===== config.mk =====
export PLATFORM = sky130hd
export DESIGN_NAME = atc_uart_rx_flat
export DESIGN_NICKNAME = d
export VERILOG_FILES = /design/src/rtl/atc_uart_pkg.sv /design/src/rtl/atc_uart_rx_if.sv /design/src/rtl/atc_baud_tick.sv /design/src/rtl/atc_uart_rx.sv /design/src/flat_wrapper.sv
export SDC_FILE = /design/constraint.sdc
export NUM_CORES = 1
export LEC_CHECK = 0
export CELL_PAD_IN_SITES_DETAIL_PLACEMENT = 0
export CELL_PAD_IN_SITES_GLOBAL_PLACEMENT = 1
export CORE_AREA = 10 10 71 88
export CTS_BUF_LIST = sky130_fd_sc_hd__clkbuf_8
export CTS_CLUSTER_DIAMETER = 60
export DETAILED_ROUTE_END_ITERATION = 7
export DIE_AREA = 0 0 81 98
export HOLD_SLACK_MARGIN = 0.02
export PLACE_DENSITY = 0.7
export SLEW_MARGIN = 10
export SYNTH_ARGS = -nofsm -noshare
export SYNTH_HDL_FRONTEND = slang
export SYNTH_SLANG_ARGS = --single-unit

===== constraint.sdc =====
create_clock -name clock -period 2.3 [get_ports clock]
set_input_delay 0.46 -clock clock [delete_from_list [all_inputs] [get_ports clock]]
set_output_delay 0.46 -clock clock [all_outputs]
set_load 0.02 [all_outputs]

===== src/rtl/atc_uart_pkg.sv =====
// Shared ATC UART definitions: frame layout, receiver state encoding, default oversampling.
// Imported by the RX block now and intended for the TX block later.
package atc_uart_pkg;

  localparam int FRAME_BITS      = 9;
  localparam int DEF_OVERSAMPLE  = 16;

  // Frame field positions: {plane_id, type, action}
  localparam int ID_MSB     = 8;
  localparam int ID_LSB     = 5;
  localparam int TYPE_MSB   = 4;
  localparam int TYPE_LSB   = 2;
  localparam int ACTION_MSB = 1;
  localparam int ACTION_LSB = 0;

  typedef enum logic [2:0] {
    RXS_IDLE   = 3'd0,
    RXS_START  = 3'd1,
    RXS_DATA   = 3'd2,
    RXS_PARITY = 3'd3,
    RXS_STOP   = 3'd4,
    RXS_BREAK  = 3'd5
  } rx_state_t;

  // Even parity over a frame: the parity bit that makes the total XOR zero.
  function automatic logic even_parity(input logic [FRAME_BITS-1:0] frame);
    return ^frame;
  endfunction

endpackage


===== src/rtl/atc_uart_rx_if.sv =====
// Receiver-side signal bundle: serial line and back-pressure in, frame and status pulses out.
// master = the receiver, slave = the request-FIFO side that consumes frames.
interface atc_uart_rx_if;
  import atc_uart_pkg::*;

  logic                  serial_in;
  logic                  bob_busy;
  logic [FRAME_BITS-1:0] uart_rx_data;
  logic                  uart_rx_valid;
  logic                  framing_error;
  logic                  overrun;
  logic                  parity_error;

  modport master (
    input  serial_in,
    input  bob_busy,
    output uart_rx_data,
    output uart_rx_valid,
    output framing_error,
    output overrun,
    output parity_error
  );

  modport slave (
    output serial_in,
    output bob_busy,
    input  uart_rx_data,
    input  uart_rx_valid,
    input  framing_error,
    input  overrun,
    input  parity_error
  );
endinterface


===== src/rtl/atc_baud_tick.sv =====
// Oversampling tick generator: counts 0..DIV-1 and pulses tick on DIV-1.
// A synchronous clear restarts the count so the first tick lands DIV cycles later.
module atc_baud_tick #(
  parameter int DIV = 10
) (
  input  logic clock,
  input  logic reset_n,
  input  logic clear,
  output logic tick
);

  localparam int CW = (DIV > 1) ? $clog2(DIV) : 1;

  if (DIV < 2) begin : g_div_check
    $error("atc_baud_tick: DIV must be at least 2");
  end

  logic [CW-1:0] count_reg;
  logic [CW-1:0] count_next;

  assign tick = (count_reg == CW'(DIV - 1));

  always_comb begin
    count_next = count_reg + CW'(1);
    if (clear || tick) begin
      count_next = '0;
    end
  end

  always_ff @(posedge clock or negedge reset_n) begin
    if (!reset_n) begin
      count_reg <= '0;
    end else begin
      count_reg <= count_next;
    end
  end

endmodule


===== src/rtl/atc_uart_rx.sv =====
// ATC serial receiver: frames 9-bit LSB-first messages and reports valid/overrun/error pulses.
// Optional even parity bit enabled by defining ATC_UART_RX_PARITY_EN.
module atc_uart_rx
  import atc_uart_pkg::*;
#(
  parameter int CLK_HZ     = 25_000_000,
  parameter int BAUD       = 9_600,
  parameter int OVERSAMPLE = DEF_OVERSAMPLE
) (
  input  logic          clock,
  input  logic          reset_n,
  atc_uart_rx_if.master rx
);

  localparam int DIV = CLK_HZ / (BAUD * OVERSAMPLE);
  localparam int SCW = $clog2(OVERSAMPLE);
  localparam logic [SCW-1:0] MID_TICK  = SCW'(OVERSAMPLE / 2 - 1);
  localparam logic [SCW-1:0] LAST_TICK = SCW'(OVERSAMPLE - 1);

  localparam logic [2:0] ST_IDLE   = RXS_IDLE;
  localparam logic [2:0] ST_START  = RXS_START;
  localparam logic [2:0] ST_DATA   = RXS_DATA;
  localparam logic [2:0] ST_STOP   = RXS_STOP;
  localparam logic [2:0] ST_BREAK  = RXS_BREAK;
`ifdef ATC_UART_RX_PARITY_EN
  localparam logic [2:0] ST_PARITY = RXS_PARITY;
`endif

  logic [1:0]            sync_reg;
  logic                  line;
  logic                  line_prev_reg;
  logic [2:0]            state_reg, state_next;
  logic [SCW-1:0]        sample_cnt_reg, sample_cnt_next;
  logic [3:0]            bit_idx_reg, bit_idx_next;
  logic [FRAME_BITS-1:0] shift_reg, shift_next;
  logic [FRAME_BITS-1:0] data_reg, data_next;
  logic                  valid_reg, valid_next;
  logic                  ferr_reg, ferr_next;
  logic                  ovr_reg, ovr_next;
  logic                  perr_reg, perr_next;
  logic                  tick;
  logic                  tick_clear;
  logic                  mid_sample;
  logic                  parity_bad;

  atc_baud_tick #(.DIV(DIV)) u_baud_tick (
    .clock   (clock),
    .reset_n (reset_n),
    .clear   (tick_clear),
    .tick    (tick)
  );

  assign line       = sync_reg[1];
  assign tick_clear = (state_reg == ST_IDLE) && line_prev_reg && !line;
  assign mid_sample = tick && (sample_cnt_reg == MID_TICK);

`ifdef ATC_UART_RX_PARITY_EN
  logic parity_reg, parity_next;
  assign parity_bad = (even_parity(shift_reg) != parity_reg);
`else
  assign parity_bad = 1'b0;
`endif

  always_comb begin
    state_next      = state_reg;
    sample_cnt_next = sample_cnt_reg;
    bit_idx_next    = bit_idx_reg;
    shift_next      = shift_reg;
    data_next       = data_reg;
    valid_next      = 1'b0;
    ferr_next       = 1'b0;
    ovr_next        = 1'b0;
    perr_next       = 1'b0;
`ifdef ATC_UART_RX_PARITY_EN
    parity_next     = parity_reg;
`endif

    // The sample counter free-wraps once per bit, so every mid-bit sample is OVERSAMPLE ticks apart.
    if (tick) begin
      sample_cnt_next = (sample_cnt_reg == LAST_TICK) ? '0 : sample_cnt_reg + SCW'(1);
    end

    case (state_reg)
      ST_IDLE: begin
        if (tick_clear) begin
          state_next      = ST_START;
          sample_cnt_next = '0;
        end
      end
      ST_START: begin
        if (mid_sample) begin
          state_next   = line ? ST_IDLE : ST_DATA;
          bit_idx_next = '0;
        end
      end
      ST_DATA: begin
        if (mid_sample) begin
          shift_next   = {line, shift_reg[FRAME_BITS-1:1]};
          bit_idx_next = bit_idx_reg + 4'd1;
          if (bit_idx_reg == 4'(FRAME_BITS - 1)) begin
`ifdef ATC_UART_RX_PARITY_EN
            state_next = ST_PARITY;
`else
            state_next = ST_STOP;
`endif
          end
        end
      end
`ifdef ATC_UART_RX_PARITY_EN
      ST_PARITY: begin
        if (mid_sample) begin
          parity_next = line;
          state_next  = ST_STOP;
        end
      end
`endif
      ST_STOP: begin
        // Leaving at mid-stop lets a start edge in the second half of the stop bit be caught.
        if (mid_sample) begin
          state_next = ST_IDLE;
          if (!line) begin
            ferr_next  = 1'b1;
            state_next = ST_BREAK;
          end else if (parity_bad) begin
            perr_next = 1'b1;
          end else if (rx.bob_busy) begin
            ovr_next = 1'b1;
          end else begin
            data_next  = shift_reg;
            valid_next = 1'b1;
          end
        end
      end
      ST_BREAK: begin
        if (line) begin
          state_next = ST_IDLE;
        end
      end
      default: state_next = ST_IDLE;
    endcase
  end

  always_ff @(posedge clock or negedge reset_n) begin
    if (!reset_n) begin
      sync_reg       <= 2'b11;
      line_prev_reg  <= 1'b1;
      state_reg      <= ST_IDLE;
      sample_cnt_reg <= '0;
      bit_idx_reg    <= '0;
      shift_reg      <= '0;
      data_reg       <= '0;
      valid_reg      <= 1'b0;
      ferr_reg       <= 1'b0;
      ovr_reg        <= 1'b0;
      perr_reg       <= 1'b0;
`ifdef ATC_UART_RX_PARITY_EN
      parity_reg     <= 1'b0;
`endif
    end else begin
      sync_reg       <= {sync_reg[0], rx.serial_in};
      line_prev_reg  <= line;
      state_reg      <= state_next;
      sample_cnt_reg <= sample_cnt_next;
      bit_idx_reg    <= bit_idx_next;
      shift_reg      <= shift_next;
      data_reg       <= data_next;
      valid_reg      <= valid_next;
      ferr_reg       <= ferr_next;
      ovr_reg        <= ovr_next;
      perr_reg       <= perr_next;
`ifdef ATC_UART_RX_PARITY_EN
      parity_reg     <= parity_next;
`endif
    end
  end

  assign rx.uart_rx_data  = data_reg;
  assign rx.uart_rx_valid = valid_reg;
  assign rx.framing_error = ferr_reg;
  assign rx.overrun       = ovr_reg;
  assign rx.parity_error  = perr_reg;

endmodule


===== src/flat_wrapper.sv =====
// flat-port wrapper written by rule: the top's interface ports become plain ports
module atc_uart_rx_flat import atc_uart_pkg::*;
#(
  parameter int CLK_HZ     = 25_000_000,
  parameter int BAUD       = 9_600,
  parameter int OVERSAMPLE = DEF_OVERSAMPLE
)
  (clock, reset_n, rx_serial_in, rx_bob_busy, rx_uart_rx_data, rx_uart_rx_valid, rx_framing_error, rx_overrun, rx_parity_error);
  atc_uart_rx_if rx_i ();
  input  logic clock;
  input  logic reset_n;
  input wire logic [$bits(rx_i.serial_in)-1:0] rx_serial_in;
  input wire logic [$bits(rx_i.bob_busy)-1:0] rx_bob_busy;
  output wire logic [$bits(rx_i.uart_rx_data)-1:0] rx_uart_rx_data;
  output wire logic [$bits(rx_i.uart_rx_valid)-1:0] rx_uart_rx_valid;
  output wire logic [$bits(rx_i.framing_error)-1:0] rx_framing_error;
  output wire logic [$bits(rx_i.overrun)-1:0] rx_overrun;
  output wire logic [$bits(rx_i.parity_error)-1:0] rx_parity_error;
  assign rx_i.serial_in = rx_serial_in;
  assign rx_i.bob_busy = rx_bob_busy;
  assign rx_uart_rx_data = rx_i.uart_rx_data;
  assign rx_uart_rx_valid = rx_i.uart_rx_valid;
  assign rx_framing_error = rx_i.framing_error;
  assign rx_overrun = rx_i.overrun;
  assign rx_parity_error = rx_i.parity_error;
  atc_uart_rx #(.CLK_HZ(CLK_HZ), .BAUD(BAUD), .OVERSAMPLE(OVERSAMPLE)) u_core (.clock(clock), .reset_n(reset_n), .rx(rx_i));
endmodule

==> changes_impl.md <==
### Changed

* Largest net degree at the start of global routing at 21
* Routed wire per std cell at roughly 16 µm
* Cell Type Count at 46
* Crit start category: register
* GPL Wtd Cong at approximately 0.73
* 1st-pass router iterations at 4
* Core area at around 0.0046 mm²
* Initial Utilization at 42.8%
* Peak VDD IR at 0.000602 V
* # diodes at 0
* Setup tns final at 0 ps
* Ys async rst share at 100%
* WL final at 3980 µm
* CP arrival at ~2300 ps
* Worst Path Required at 2490 ps
* DRC viols at 0
* Period utilization at about 90%
* Reg area at approximately 0.0011 mm²
* Area Overhead vs Synth at 18.3%
* Layout cells sized above 1 at about 25%
* Dominant comb cell: simple AND/OR/NAND/NOR gates
* Routed wl met2 at about 2100 µm
* Yosys adder share at 3.16%
* RSZ-0062 raised after global routing: false
* Setup CP Type: reg -> reg
* Avg Inst Size Synth at around 12 µm²
* Die H at between 90 and 100 µm
* Horiz. Die Dim at 81 µm
* CTS max path bufs at 2
* Dpl cells at 240
* CTS tree: built
* First-pass GRT wire length at ~6700 µm
* Aoi share at ~6.7%
* Antenna violations before repair at 0
* Final max-slew violation count at 0
* Mapped Cells at between 150 and 200
* Leak at 1.13 nW
* Synth Net Count at around 180
* Met3 WL at roughly 170 µm
* Gr usage total at around a tenth
* Vias at between 1000 and 1500
* Die ar. at roughly 0.0079 mm²
* Min setup slack post-route at about 170 ps
* Max H-tree Level at 2
* Fin crit period at around 2100 ps
* Num CTS Buffers at 5
* Port Buffers at 15
* Status: completed
* Top Layer Used: met4
* Io pins at 17
* Syn Std Cell Area at ~0.0020 mm²
* CTS sink cnt at approximately 43
* Post-synth seq share at a little over half
* Final hold violation count at 0
* OpenROAD warnings at 28
* Yosys cell count at around 170
* Routed vias/inst at 5.40
* Finished Layout Cells at ~250
* Post-place setup slack at between 90 and 100 ps
* Simple-gate share of the synthesized area at 17.7%
* Most numerous logic cell after layout: dfrtp_1
* CP max FO at 9
* Skew final at ~9.5 ps
* Logic area at 850 µm²
* Hold Path Class: reg -> reg
* CTS root buf: clkbuf_8
* Clock slew at reported path FFs at about 90 ps
* Gr ovfl total at 0
* DR iter-0 viols at about 140
-- where the power goes --
group,switching (mW),internal (mW),total [mW]
combinational,0.110,0.100,0.210
sequential,0.0834,0.814,0.898
clock,0.272,0.329,0.601
-- synthesized netlist by cell type (2+ instances only) --
master | instances | share of area (%)
xor2_1 | 6 | 2.7
nor2b_1 | 3 | 0.95
and3_1 | 2 | 0.63
nand3_1 | 15 | 3.8
inv_1 | 5 | 0.95
a21oi_1 | 5 | 1.3
nor4_1 | 2 | 0.63
mux2_2 | 9 | 5.1
o21ai_0 | 3 | 0.76
mux2_4 | 9 | 6.8
dfrtp_1 | 40 | 51
ha_1 | 5 | 3.2
nor3_1 | 2 | 0.51
nor2_1 | 15 | 2.8
and3_2 | 2 | 0.76
nand2_1 | 11 | 2.1
dfstp_2 | 3 | 4.0
-- repair_timing --
action,in CTS,in global routing
gates resized,0,1
hold buffers,1,0
buffers inserted,0,2
endpoints found under the hold margin,6,0
endpoints found under the setup margin,0,18
-- kinds of logic after synthesis --
family | after synthesis
other cells | 1
compound gates | 19
simple gates | 63
buf+inv | 10
xor+xnor | 7
flops | 43
mux | 18
fa+ha+maj | 5
-- per-stage QoR --
step                hold WS, ps  utilization, %  area (µm²)
floorplan                   164               -        1980
global placement            296            47.5        2200
detailed placement          299            47.5        2200
CTS                         361            50.2        2320
global route                370            50.6        2340
finish                      359            50.6        2340
-- final cells by class --
type,instances,area share [%]
clock buffers,5,2.94
multi-input cells,113,36.3
well taps,60,3.21
repair buffers,22,8.56
clock inverters,3,2.03
inverters,5,0.802
flip-flops and latches,43,46.1
-- path summary, 6_finish.rpt --
path                                                      startpoint                               endpoint  slack, ps  cells past startpoint
min reg2reg                             u_core.sync_reg[0]$_DFF_PN1_           u_core.sync_reg[1]$_DFF_PN1_        360                      0
min                                     u_core.sync_reg[0]$_DFF_PN1_           u_core.sync_reg[1]$_DFF_PN1_        360                      0
max                        u_core.u_baud_tick.count_reg[1]$_DFF_PN0_  u_core.rx.uart_rx_data[0]$_DFFE_PN0P_        170                      6
min in group asynchronous                                    reset_n  u_core.rx.uart_rx_data[8]$_DFFE_PN0P_        500                      2
max reg2reg                u_core.u_baud_tick.count_reg[1]$_DFF_PN0_  u_core.rx.uart_rx_data[0]$_DFFE_PN0P_        170                      6
max in group asynchronous                                    reset_n           u_core.sync_reg[0]$_DFF_PN1_       1250                      3
-- per-layer routing --
layer | global-route usage (%) | up-vias
met2 | 18.0 | 20
met4 | 4.81 | 0
met5 | 0 | -
met3 | 3.03 | 6
met1 | 11.8 | 698
li1 | - | 632
-- critical path, stage by stage (launching register included) --
cell	delay, ps
dfrtp_1	430
inv_1	70
ha_1	130
nor3b_4	270
nand2_4	120
or4_4	650
mux2_4	340
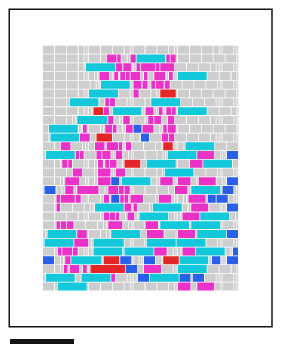
(placement by cell class)
Bar = 20 µm. Fill, decap, tap and diode cells in gray.
- red: clock drivers and dummy loads (cells 8; share of their area 5.1%)
- cyan: sequential cells (cells 43; share of their area 48%)
- magenta: combinational and other logic (cells 118; share of their area 38%)
- blue: remaining buffers and delay cells (cells 22; share of their area 8.8%)

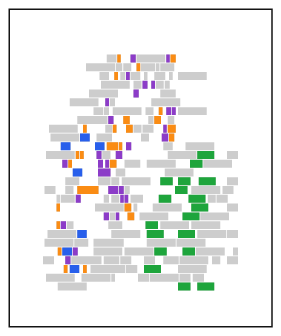
(logic cells by family)
- purple: nand cells (cells 29; most used nand3_1)
- green: mux cells (cells 18)
- blue: xor and xnor cells (cells 7; most used xor2_1; where middle left)
- orange: nor cells (cells 26; most used nor2_1)

Power and IR drop assume default switching activity.
